File: src/rtl/dpram_stream_drain_if.sv
// Valid/ready stream carrying drained DPRAM words toward the readout link.
// The master drives data/valid/last and the slave returns ready.
interface dpram_stream_drain_if;
    logic [31:0] tdata;
    logic        tvalid;
    logic        tready;
    logic        tlast;

    modport master (output tdata, output tvalid, output tlast, input tready);
    modport slave  (input tdata, input tvalid, input tlast, output tready);
endinterface

File: src/rtl/dpram_stream_drain.sv
// Consumer side of the DPRAM handoff: on dpram_run, reads dpram_len words from
// DPRAM port B starting at address 0 and forwards them on a valid/ready stream.
// Read data lands in a small skid FIFO. Reads are only issued when the FIFO is
// sure to have room, so back-pressure on the stream never loses a word.
// Optional build macro DRAIN_CHECKSUM_EN appends one beat holding the 32-bit
// sum of all data words, and moves tlast onto that beat.
module dpram_stream_drain #(
    parameter int P_DPRAM_ADR_WIDTH = 10,
    parameter int P_RD_LAT          = 2
) (
    input  logic                         clk,
    input  logic                         rst,
    input  logic                         dpram_run,
    input  logic [15:0]                  dpram_len,
    output logic                         dpram_busy,
    output logic [P_DPRAM_ADR_WIDTH-1:0] dpram_rd_addr,
    output logic                         dpram_rden,
    input  logic [31:0]                  dpram_rd_data,
    dpram_stream_drain_if.master         m
);

    localparam int DEPTH = P_RD_LAT + 2;
    localparam int LW    = 17;
    localparam int PW    = $clog2(DEPTH);
    localparam int CW    = 4;
    localparam logic [LW-1:0] L_MAXLEN = LW'(2 ** P_DPRAM_ADR_WIDTH);
`ifdef DRAIN_CHECKSUM_EN
    localparam logic [LW-1:0] L_EXTRA = LW'(1);
`else
    localparam logic [LW-1:0] L_EXTRA = LW'(0);
`endif

    typedef enum logic [1:0] {S_IDLE, S_READ, S_FLUSH, S_DONE} state_t;

    state_t                         r_state, w_next;
    logic                           r_busy;
    logic [LW-1:0]                  r_len, r_total, r_issued, r_sent;
    logic [P_DPRAM_ADR_WIDTH-1:0]   r_addr;
    logic [P_RD_LAT-1:0]            r_sr;
    logic [CW-1:0]                  r_inflight, r_count;
    logic [PW-1:0]                  r_wp, r_rp;
    logic [31:0]                    r_mem [DEPTH];

    logic                           w_start, w_rden, w_push, w_wr, w_ck_push;
    logic                           w_valid, w_pop;
    logic [31:0]                    w_wr_data;
    logic [LW-1:0]                  w_len_clamped, w_sent_next;

    function automatic logic [PW-1:0] next_ptr(input logic [PW-1:0] p);
        return (p == PW'(DEPTH - 1)) ? '0 : p + 1'b1;
    endfunction

    assign w_start       = (r_state == S_IDLE) && dpram_run;
    assign w_len_clamped = (LW'(dpram_len) > L_MAXLEN) ? L_MAXLEN : LW'(dpram_len);
    assign w_push        = r_sr[P_RD_LAT-1];
    assign w_wr          = w_push || w_ck_push;
    assign w_valid       = (r_count != '0);
    assign w_pop         = w_valid && m.tready;
    assign w_sent_next   = r_sent + LW'(w_pop);

    assign dpram_busy    = r_busy;
    assign dpram_rd_addr = r_addr;
    assign dpram_rden    = w_rden;
    assign m.tvalid      = w_valid;
    assign m.tdata       = w_valid ? r_mem[r_rp] : '0;
    assign m.tlast       = w_valid && (r_sent == r_total - 1'b1);

`ifdef DRAIN_CHECKSUM_EN
    logic [31:0]   r_sum;
    logic          r_ck_done;
    logic [LW-1:0] r_pushed;

    assign w_ck_push = ((r_state == S_READ) || (r_state == S_FLUSH)) && !r_ck_done &&
                       (r_pushed == r_len) && (r_count < CW'(DEPTH));
    assign w_wr_data = w_push ? dpram_rd_data : r_sum;

    // Running sum of data words as they arrive from the DPRAM
    always_ff @(posedge clk) begin
        if (w_start)     r_sum <= '0;
        else if (w_push) r_sum <= r_sum + dpram_rd_data;
    end

    // Track data words received and whether the checksum beat was queued
    always_ff @(posedge clk) begin
        if (rst) begin
            r_ck_done <= 1'b0;
            r_pushed  <= '0;
        end else if (w_start) begin
            r_ck_done <= 1'b0;
            r_pushed  <= '0;
        end else begin
            if (w_ck_push) r_ck_done <= 1'b1;
            if (w_push)    r_pushed  <= r_pushed + 1'b1;
        end
    end
`else
    assign w_ck_push = 1'b0;
    assign w_wr_data = dpram_rd_data;
`endif

    // State register
    always_ff @(posedge clk) begin
        if (rst) r_state <= S_IDLE;
        else     r_state <= w_next;
    end

    // Next-state and read-issue decision; reads are throttled so every
    // outstanding word already owns a FIFO slot
    always_comb begin
        w_next = r_state;
        w_rden = 1'b0;
        case (r_state)
            S_IDLE: begin
                if (dpram_run) w_next = S_READ;
            end
            S_READ: begin
                w_rden = (r_issued < r_len) && ((r_inflight + r_count) < CW'(DEPTH));
                if (r_issued == r_len) begin
                    w_next = (w_sent_next == r_total) ? S_DONE : S_FLUSH;
                end
            end
            S_FLUSH: begin
                if (w_sent_next == r_total) w_next = S_DONE;
            end
            S_DONE: begin
                w_next = S_IDLE;
            end
            default: w_next = S_IDLE;
        endcase
    end

    // Busy follows the state one cycle late, so it covers READ through DONE
    always_ff @(posedge clk) begin
        if (rst) r_busy <= 1'b0;
        else     r_busy <= (w_next != S_IDLE);
    end

    // Transfer length, issue/address and sent-beat counters
    always_ff @(posedge clk) begin
        if (rst) begin
            r_len    <= '0;
            r_total  <= '0;
            r_issued <= '0;
            r_sent   <= '0;
            r_addr   <= '0;
        end else if (w_start) begin
            r_len    <= w_len_clamped;
            r_total  <= w_len_clamped + L_EXTRA;
            r_issued <= '0;
            r_sent   <= '0;
            r_addr   <= '0;
        end else begin
            if (w_rden) begin
                r_issued <= r_issued + 1'b1;
                r_addr   <= r_addr + 1'b1;
            end
            if (w_pop) r_sent <= w_sent_next;
        end
    end

    // Read-latency tracker, in-flight count and FIFO occupancy/pointers
    always_ff @(posedge clk) begin
        if (rst) begin
            r_sr       <= '0;
            r_inflight <= '0;
            r_count    <= '0;
            r_wp       <= '0;
            r_rp       <= '0;
        end else begin
            r_sr[0] <= w_rden;
            for (int i = 1; i < P_RD_LAT; i++) r_sr[i] <= r_sr[i-1];
            r_inflight <= r_inflight + CW'(w_rden) - CW'(w_push);
            r_count    <= r_count + CW'(w_wr) - CW'(w_pop);
            if (w_wr)  r_wp <= next_ptr(r_wp);
            if (w_pop) r_rp <= next_ptr(r_rp);
        end
    end

    // FIFO storage (data only, no reset)
    always_ff @(posedge clk) begin
        if (w_wr) r_mem[r_wp] <= w_wr_data;
    end

endmodule

File: src/flat_wrapper.sv
// flat-port wrapper written by rule: the top's interface ports become plain ports
module dpram_stream_drain_flat 
#(
    parameter int P_DPRAM_ADR_WIDTH = 10,
    parameter int P_RD_LAT          = 2
)
  (clk, rst, dpram_run, dpram_len, dpram_busy, dpram_rd_addr, dpram_rden, dpram_rd_data, m_tdata, m_tvalid, m_tlast, m_tready);
  dpram_stream_drain_if m_i ();
  input  logic clk;
  input  logic rst;
  input  logic dpram_run;
  input  logic [15:0] dpram_len;
  output logic dpram_busy;
  output logic [P_DPRAM_ADR_WIDTH-1:0] dpram_rd_addr;
  output logic dpram_rden;
  input  logic [31:0] dpram_rd_data;
  output wire logic [$bits(m_i.tdata)-1:0] m_tdata;
  output wire logic [$bits(m_i.tvalid)-1:0] m_tvalid;
  output wire logic [$bits(m_i.tlast)-1:0] m_tlast;
  input wire logic [$bits(m_i.tready)-1:0] m_tready;
  assign m_tdata = m_i.tdata;
  assign m_tvalid = m_i.tvalid;
  assign m_tlast = m_i.tlast;
  assign m_i.tready = m_tready;
  dpram_stream_drain #(.P_DPRAM_ADR_WIDTH(P_DPRAM_ADR_WIDTH), .P_RD_LAT(P_RD_LAT)) u_core (.clk(clk), .rst(rst), .dpram_run(dpram_run), .dpram_len(dpram_len), .dpram_busy(dpram_busy), .dpram_rd_addr(dpram_rd_addr), .dpram_rden(dpram_rden), .dpram_rd_data(dpram_rd_data), .m(m_i));
endmodule
File: config.mk
export PLATFORM = sky130hd
export DESIGN_NAME = dpram_stream_drain_flat
export DESIGN_NICKNAME = d
export VERILOG_FILES = /design/src/rtl/dpram_stream_drain_if.sv /design/src/rtl/dpram_stream_drain.sv /design/src/flat_wrapper.sv
export SDC_FILE = /design/constraint.sdc
export NUM_CORES = 1
export LEC_CHECK = 0
export ABC_AREA = 1
export CAP_MARGIN = 20
export CORE_AREA = 2 2 130 144
export DETAILED_ROUTE_END_ITERATION = 10
export DIE_AREA = 0 0 132 146
export GPL_TIMING_DRIVEN = 0
export PLACE_DENSITY = 0.88
export RECOVER_POWER = 100
export SLEW_MARGIN = 20
export SYNTH_ARGS = -nofsm -noshare
export SYNTH_HDL_FRONTEND = slang
export SYNTH_SLANG_ARGS = --single-unit
File: constraint.sdc
create_clock -name clk -period 3.7 [get_ports clk]
set_clock_uncertainty 0.15 [all_clocks]
set_input_delay 0.555 -clock clk [delete_from_list [all_inputs] [get_ports clk]]
set_output_delay 0.555 -clock clk [all_outputs]
set_load 0.01 [all_outputs]
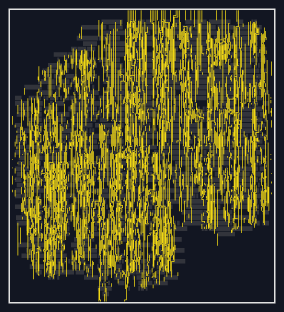
m2.png
Drawn at 2 px/um. Cells faint in the background.
nets with wire on the layer = 1120
wire length on this layer = 13000 um

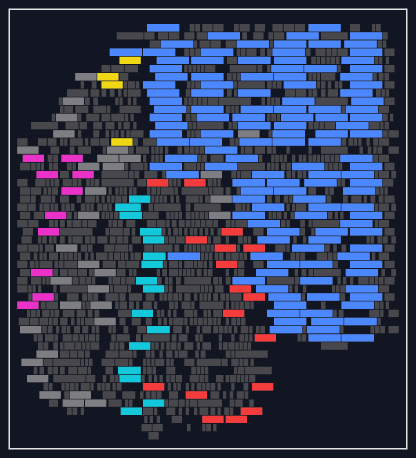
ff_map.png
Drawn at 3 px/um. Other sequential cells in the stronger gray, the rest of the logic in the fainter gray.
yellow -> `u_core.r_count`  # sequential cells 4, where upper left
cyan -> `u_core.r_total`  # sequential cells 16
red -> `u_core.r_sent`  # sequential cells 17
magenta -> `u_core.dpram_rd_addr`  # sequential cells 10, where middle left
blue -> `u_core.r_mem`  # sequential cells 128

==> impl_metrics.ini <==
; physical design summary
[status]
status = finished, violations left
violations = capacitance limit

[cells_and_area]
signal_buffers = 140
inv_count = 107
stdcell_area_um2 = 12300
largest_class = sequential cells
largest_register = u_core.r_mem
seq_area_um2 = 5430
sh_seq_area = 0.443

[grt]
grt_max_degree = 33
use_met2 = 0.484
grtUsageMet3 = 0.0491
grt_pass1_wl_um = 40800

[placement]
dp.cells = 1458
gp_congestion = 0.926
place_hpwl_um = 17100

[hold_path]
hold_path.class = reg -> reg
hp-start = u_core.r_sr[0]

[setup_path]
rr_startpoint = u_core.r_total[12]
worst_ep_arrival_time_ns = 2.79
crit_path_end = m_tdata[0]
start_kind = flip-flop
endpoint_kind = primary output
ff2ff_path_depth = 16
r2r_setup_slack_ns = 0.28
crit_chain = clkbuf_1 -> clkbuf_2 -> nor2_1 -> nor2_1 -> o21ai_0 -> a21oi_1 -> dlygate4sd3_1
crit_fanout = 10

[drt]
drcViolationCount = 0
wl_met1_um = 9620
vias_per_cell = 5.66
wl_per_cell_um = 16.9

[synth]
async_reset_ff_frac = 0
xor_share = 0.0536
yosys.cell_types.count = 50
synth_top_cell_by_count = nor2_1
ys_warn_count = 0
ys_top_logic_family = simple AND/OR/NAND/NOR gates

[pwr]
power.total_mw = 7.38
seq_power_mw = 2.62
power_switching_mw = 2.43
power_leader = registers

[sta]
drv_slew = 0
setup_ws_ns = 0.207
finalClockPeriodUsage = 0.944

[job]
cap_violations = 2
